File: src/rtl/alu_mc_pkg.sv
// Shared opcodes, flag bit positions and FSM encoding for the multi-cycle ALU.
package alu_mc_pkg;

    localparam logic [2:0] OP_SUB   = 3'b000;
    localparam logic [2:0] OP_NAND  = 3'b001;
    localparam logic [2:0] OP_LONES = 3'b010;
    localparam logic [2:0] OP_OHDEC = 3'b011;
    localparam logic [2:0] OP_MUL   = 3'b100;
    localparam logic [2:0] OP_DIV   = 3'b101;

    localparam int FLG_ERR = 0;
    localparam int FLG_NEG = 1;
    localparam int FLG_POS = 2;
    localparam int FLG_OVF = 3;

    typedef enum logic [1:0] {
        ST_IDLE = 2'd0,
        ST_BUSY = 2'd1,
        ST_DONE = 2'd2
    } state_e;

endpackage

File: src/rtl/alu_mc_iter.sv
// Iterative engine: shift-add signed multiplier and (with ALU_MC_DIV_EN) restoring
// unsigned divider sharing one accumulator/shift register pair and iteration counter.
module alu_mc_iter
    import alu_mc_pkg::*;
#(
    parameter int WIDTH = 8
) (
    input  logic             i_clk,
    input  logic             i_rst,
    input  logic             i_start,
`ifdef ALU_MC_DIV_EN
    input  logic             i_div,
`endif
    input  logic             i_step,
    input  logic [WIDTH-1:0] i_arg0,
    input  logic [WIDTH-1:0] i_arg1,
    output logic             o_last,
    output logic [WIDTH-1:0] o_result,
    output logic             o_ovf
);

    localparam int CW = (WIDTH > 1) ? $clog2(WIDTH) : 1;
    localparam logic [CW-1:0] LAST = CW'(WIDTH - 1);

    logic [CW-1:0]      cnt_q;
    logic [WIDTH:0]     hi_q, hi_d;
    logic [WIDTH-1:0]   sh_q, sh_d, opnd_q;
    logic               neg_q;
    logic [WIDTH:0]     sum;
    logic [2*WIDTH-1:0] mag, prod;
    logic               ovf;
`ifdef ALU_MC_DIV_EN
    logic               div_q;
    logic [WIDTH:0]     rem_sh;
`endif

    // Results are taken from the next-state values so the last step and capture share an edge.
    always_comb begin
        sum  = hi_q + {1'b0, (sh_q[0] ? opnd_q : {WIDTH{1'b0}})};
        hi_d = {1'b0, sum[WIDTH:1]};
        sh_d = {sum[0], sh_q[WIDTH-1:1]};
`ifdef ALU_MC_DIV_EN
        rem_sh = {hi_q[WIDTH-1:0], sh_q[WIDTH-1]};
        if (div_q) begin
            if (rem_sh >= {1'b0, opnd_q}) begin
                hi_d = rem_sh - {1'b0, opnd_q};
                sh_d = {sh_q[WIDTH-2:0], 1'b1};
            end else begin
                hi_d = rem_sh;
                sh_d = {sh_q[WIDTH-2:0], 1'b0};
            end
        end
`endif
        mag  = {hi_d[WIDTH-1:0], sh_d};
        prod = neg_q ? -mag : mag;
        ovf  = ~((&prod[2*WIDTH-1:WIDTH-1]) | ~(|prod[2*WIDTH-1:WIDTH-1]));
    end

    assign o_last = (cnt_q == LAST);
`ifdef ALU_MC_DIV_EN
    assign o_result = div_q ? sh_d : prod[WIDTH-1:0];
    assign o_ovf    = ~div_q & ovf;
`else
    assign o_result = prod[WIDTH-1:0];
    assign o_ovf    = ovf;
`endif

    always_ff @(posedge i_clk) begin
        if (i_rst) begin
            cnt_q  <= '0;
            hi_q   <= '0;
            sh_q   <= '0;
            opnd_q <= '0;
            neg_q  <= 1'b0;
`ifdef ALU_MC_DIV_EN
            div_q  <= 1'b0;
`endif
        end else if (i_start) begin
            cnt_q <= '0;
            hi_q  <= '0;
`ifdef ALU_MC_DIV_EN
            div_q <= i_div;
            if (i_div) begin
                sh_q   <= i_arg0;
                opnd_q <= i_arg1;
                neg_q  <= 1'b0;
            end else
`endif
            begin
                sh_q   <= i_arg0[WIDTH-1] ? -i_arg0 : i_arg0;
                opnd_q <= i_arg1[WIDTH-1] ? -i_arg1 : i_arg1;
                neg_q  <= i_arg0[WIDTH-1] ^ i_arg1[WIDTH-1];
            end
        end else if (i_step) begin
            cnt_q <= o_last ? '0 : cnt_q + CW'(1);
            hi_q  <= hi_d;
            sh_q  <= sh_d;
        end
    end

endmodule

File: src/rtl/alu_mc.sv
// Multi-cycle ALU top: IDLE/BUSY/DONE FSM, single-cycle ops and flag generation.
// ALU_MC_DIV_EN enables the iterative divider; otherwise opcode 101 is illegal.
module alu_mc
    import alu_mc_pkg::*;
#(
    parameter int WIDTH = 8
) (
    input  logic             i_clk,
    input  logic             i_rst,
    input  logic             i_valid,
    output logic             o_ready,
    input  logic [2:0]       i_oper,
    input  logic [WIDTH-1:0] i_arg0,
    input  logic [WIDTH-1:0] i_arg1,
    output logic             o_valid,
    input  logic             i_ready,
    output logic [WIDTH-1:0] o_result,
    output logic [3:0]       o_flag,
    output state_e           o_state
);

    state_e           state_q;
    logic             valid_q;
    logic [WIDTH-1:0] result_q;
    logic [3:0]       flag_q;

    logic [WIDTH-1:0] sc_res, lones, oh_idx;
    logic             sc_err, sc_ovf, is_iter, run, onehot;
    logic             it_start, it_last, it_ovf;
    logic [WIDTH-1:0] it_res;

    function automatic logic [3:0] mk_flags(input logic [WIDTH-1:0] r, input logic err,
                                            input logic ovf);
        logic nz;
        nz = |r;
        mk_flags = '0;
        mk_flags[FLG_ERR] = err;
        mk_flags[FLG_NEG] = r[WIDTH-1] & nz;
        mk_flags[FLG_POS] = ~r[WIDTH-1] & nz;
        mk_flags[FLG_OVF] = ovf;
    endfunction

    always_comb begin
        lones  = '0;
        run    = 1'b1;
        oh_idx = '0;
        for (int i = WIDTH - 1; i >= 0; i--) begin
            if (run && i_arg0[i]) lones = lones + WIDTH'(1);
            else                  run = 1'b0;
        end
        for (int i = 0; i < WIDTH; i++) begin
            if (i_arg0[i]) oh_idx = WIDTH'(i);
        end
        onehot = (i_arg0 != '0) && ((i_arg0 & (i_arg0 - WIDTH'(1))) == '0);
    end

    always_comb begin
        sc_res  = '0;
        sc_err  = 1'b0;
        sc_ovf  = 1'b0;
        is_iter = 1'b0;
        case (i_oper)
            OP_SUB: begin
                sc_res = i_arg0 - i_arg1;
                sc_ovf = (i_arg0[WIDTH-1] != i_arg1[WIDTH-1]) &&
                         (sc_res[WIDTH-1] != i_arg0[WIDTH-1]);
            end
            OP_NAND:  sc_res = ~(i_arg0 & i_arg1);
            OP_LONES: sc_res = lones;
            OP_OHDEC: begin
                if (onehot) sc_res = oh_idx;
                else        sc_err = 1'b1;
            end
            OP_MUL:   is_iter = 1'b1;
`ifdef ALU_MC_DIV_EN
            OP_DIV: begin
                if (i_arg1 == '0) sc_err  = 1'b1;
                else              is_iter = 1'b1;
            end
`endif
            default:  sc_err = 1'b1;
        endcase
    end

    assign it_start = (state_q == ST_IDLE) & i_valid & is_iter;

    alu_mc_iter #(.WIDTH(WIDTH)) u_iter (
        .i_clk    (i_clk),
        .i_rst    (i_rst),
        .i_start  (it_start),
`ifdef ALU_MC_DIV_EN
        .i_div    (i_oper == OP_DIV),
`endif
        .i_step   (state_q == ST_BUSY),
        .i_arg0   (i_arg0),
        .i_arg1   (i_arg1),
        .o_last   (it_last),
        .o_result (it_res),
        .o_ovf    (it_ovf)
    );

    // Outside reset, accept reduces to i_valid in IDLE since o_ready is just IDLE & ~i_rst.
    always_ff @(posedge i_clk) begin
        if (i_rst) begin
            state_q  <= ST_IDLE;
            valid_q  <= 1'b0;
            result_q <= '0;
            flag_q   <= '0;
        end else begin
            case (state_q)
                ST_IDLE: begin
                    if (i_valid) begin
                        if (is_iter) begin
                            state_q <= ST_BUSY;
                        end else begin
                            state_q  <= ST_DONE;
                            valid_q  <= 1'b1;
                            result_q <= sc_res;
                            flag_q   <= mk_flags(sc_res, sc_err, sc_ovf);
                        end
                    end
                end
                ST_BUSY: begin
                    if (it_last) begin
                        state_q  <= ST_DONE;
                        valid_q  <= 1'b1;
                        result_q <= it_res;
                        flag_q   <= mk_flags(it_res, 1'b0, it_ovf);
                    end
                end
                ST_DONE: begin
                    if (i_ready) begin
                        state_q <= ST_IDLE;
                        valid_q <= 1'b0;
                    end
                end
                default: state_q <= ST_IDLE;
            endcase
        end
    end

    assign o_ready  = (state_q == ST_IDLE) & ~i_rst;
    assign o_valid  = valid_q;
    assign o_result = result_q;
    assign o_flag   = flag_q;
    assign o_state  = state_q;

endmodule

File: config.mk
export PLATFORM = sky130hd
export DESIGN_NAME = alu_mc
export DESIGN_NICKNAME = d
export VERILOG_FILES = /design/src/rtl/alu_mc_pkg.sv /design/src/rtl/alu_mc_iter.sv /design/src/rtl/alu_mc.sv
export SDC_FILE = /design/constraint.sdc
export NUM_CORES = 1
export LEC_CHECK = 0
export ABC_CLOCK_PERIOD_IN_PS = 7500
export CAP_MARGIN = 20
export CELL_PAD_IN_SITES_DETAIL_PLACEMENT = 2
export CELL_PAD_IN_SITES_GLOBAL_PLACEMENT = 2
export CORE_ASPECT_RATIO = 0.5
export CORE_MARGIN = 8
export CORE_UTILIZATION = 34
export DETAILED_ROUTE_END_ITERATION = 8
export PLACE_DENSITY_LB_ADDON = 0.1
export SLEW_MARGIN = 5
export SYNTH_ARGS = -nofsm -noshare
export SYNTH_HDL_FRONTEND = slang
export SYNTH_SLANG_ARGS = --single-unit
File: constraint.sdc
create_clock -name i_clk -period 7.5 [get_ports i_clk]
set_input_delay 1.5 -clock i_clk [delete_from_list [all_inputs] [get_ports i_clk]]
set_output_delay 1.5 -clock i_clk [all_outputs]
set_load 0.01 [all_outputs]
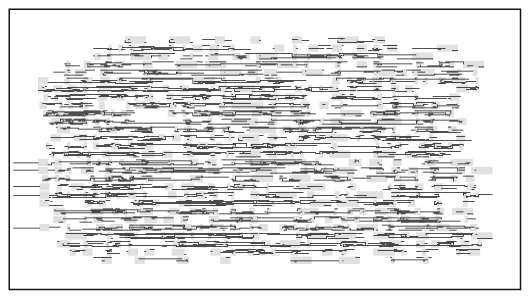
(images/m1.png)
(3 px per µm) Cells faint in the background.
566 nets have wire on it. The wires run mostly horizontal.
routed wire length: 13600 µm
via count: 3886
global-route track usage on met1: 24.2%

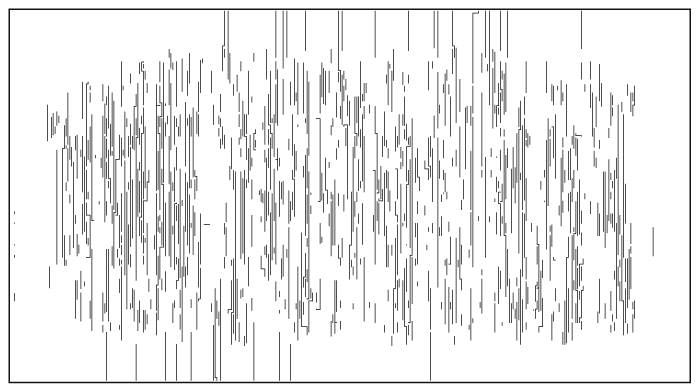
(images/m2.png)
(4 px per µm)
529 nets have wire on it. The wires run mostly vertical.

==> flow_summary.ini <==
; yosys + openroad results
[status]
status = finished, final reports clean

[power]
maxPowerGroup = the clock network
sequential_fraction_of_design_power_pct = 36.2
p_per_area_nw_per_um2 = 147
power_leakage_nw = 1.84
cellInternalPower_mw = 0.471
share_comb_of_total_power_pct = 26.0
power.switching_mw = 0.212

[cts]
clock_latency_ns = 0.29
clkSinkCount = 43
worst_setup_hold_path_clk_slew_ns = 0.06

[worst_hold_path]
timing.hold.worst.start = o_result[7]
min_delay_worst_endpoint = o_result[7]

[final_timing]
rsz_0062_raised_after_global_routing = no
worst_hold_slack_ns = 0.454
slew_viol_final = 0
maxClockFrequency_mhz = 154

[finish]
layoutNonFillerInstCount = 715
count_of_clock_net_buffers_in_the_final_layout = 5
combAreaFraction_pct = 62.4
inverters = 22
register_area_um2 = 861
design.final.nets = 609
layout_top_cells_excl_fill_tap = nand2_1, a21oi_1, nor2_1, dfxtp_1, clkdlybuf4s50_1
fillCellCount = 1388
n_antenna_cell = 0
final_layout_top_logic_cell = nand2_1

[critical_path]
critPathBufInv = 3
critical_path.startpoint_type = input pin
kind_of_cell_with_the_highest_combined_delay_on_the_critical_path = adder cells
regToRegEndpoint = o_flag[3]

[route]
routed-wl-met2_um = 6190
drt_antenna_net_count = 0
route.top_layer_used = met4

[yosys]
dominantRegCellSynth = dfxtp_1
syn_area_per_cell_um2 = 7.58
post_synth_xor_area_fraction_pct = 6.96
synth.ff_latch_count = 43
async_reset_ff_share_pct = 0
seq_area_frac_synth_pct = 21.4
muxShareOfSynthArea_pct = 3.57

[placement]
hpwl_um = 10700
place_ws_ns = 0.688
place_inst = 707

[global_routing]
grt_first_pass_wirelength_um = 22300
grt_remaining_overflow = 0
number_of_antenna_violations_at_the_first_check_in_global_routing = 0

[flow_run]
drv.max_cap_violation_count = 0

[floorplanning]
fp.dieH_um = 93.0
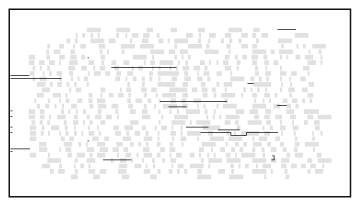
(images/m3.png)
(2 px per µm) Cells faint in the background.
The wires run mostly horizontal. The longest straight run is 33.1 µm.
met3 demand-to-capacity share in global routing: 2.25%

worst reg2reg max path, cell delays in order (launching register included):
cell      delay (ns)
dfxtp_1         0.37
and2_1          0.17
ha_1            0.20
fa_1            0.44
a211o_1         0.32
and3_2          0.23
nor2_1          0.33
o31ai_1         0.15
xor2_1          0.20
or4b_2          0.69
nor4b_1         0.32
a211o_1         0.19
a211oi_2        0.07
synth_stat cells, types with 5 or more instances:
master,count
nor2b_1,6
nor3_1,8
clkbuf_1,20
o211ai_1,5
nand2b_1,8
a21oi_1,50
nor4_1,5
ha_1,35
inv_1,22
o21ai_0,26
xnor2_1,19
a211oi_1,15
and2_1,9
xor2_1,13
nand2_1,64
nor3b_1,5
o31ai_1,6
dfxtp_1,43
a311oi_1,5
nor2_1,50
or2_2,6
mux2i_1,11
nand3_1,10
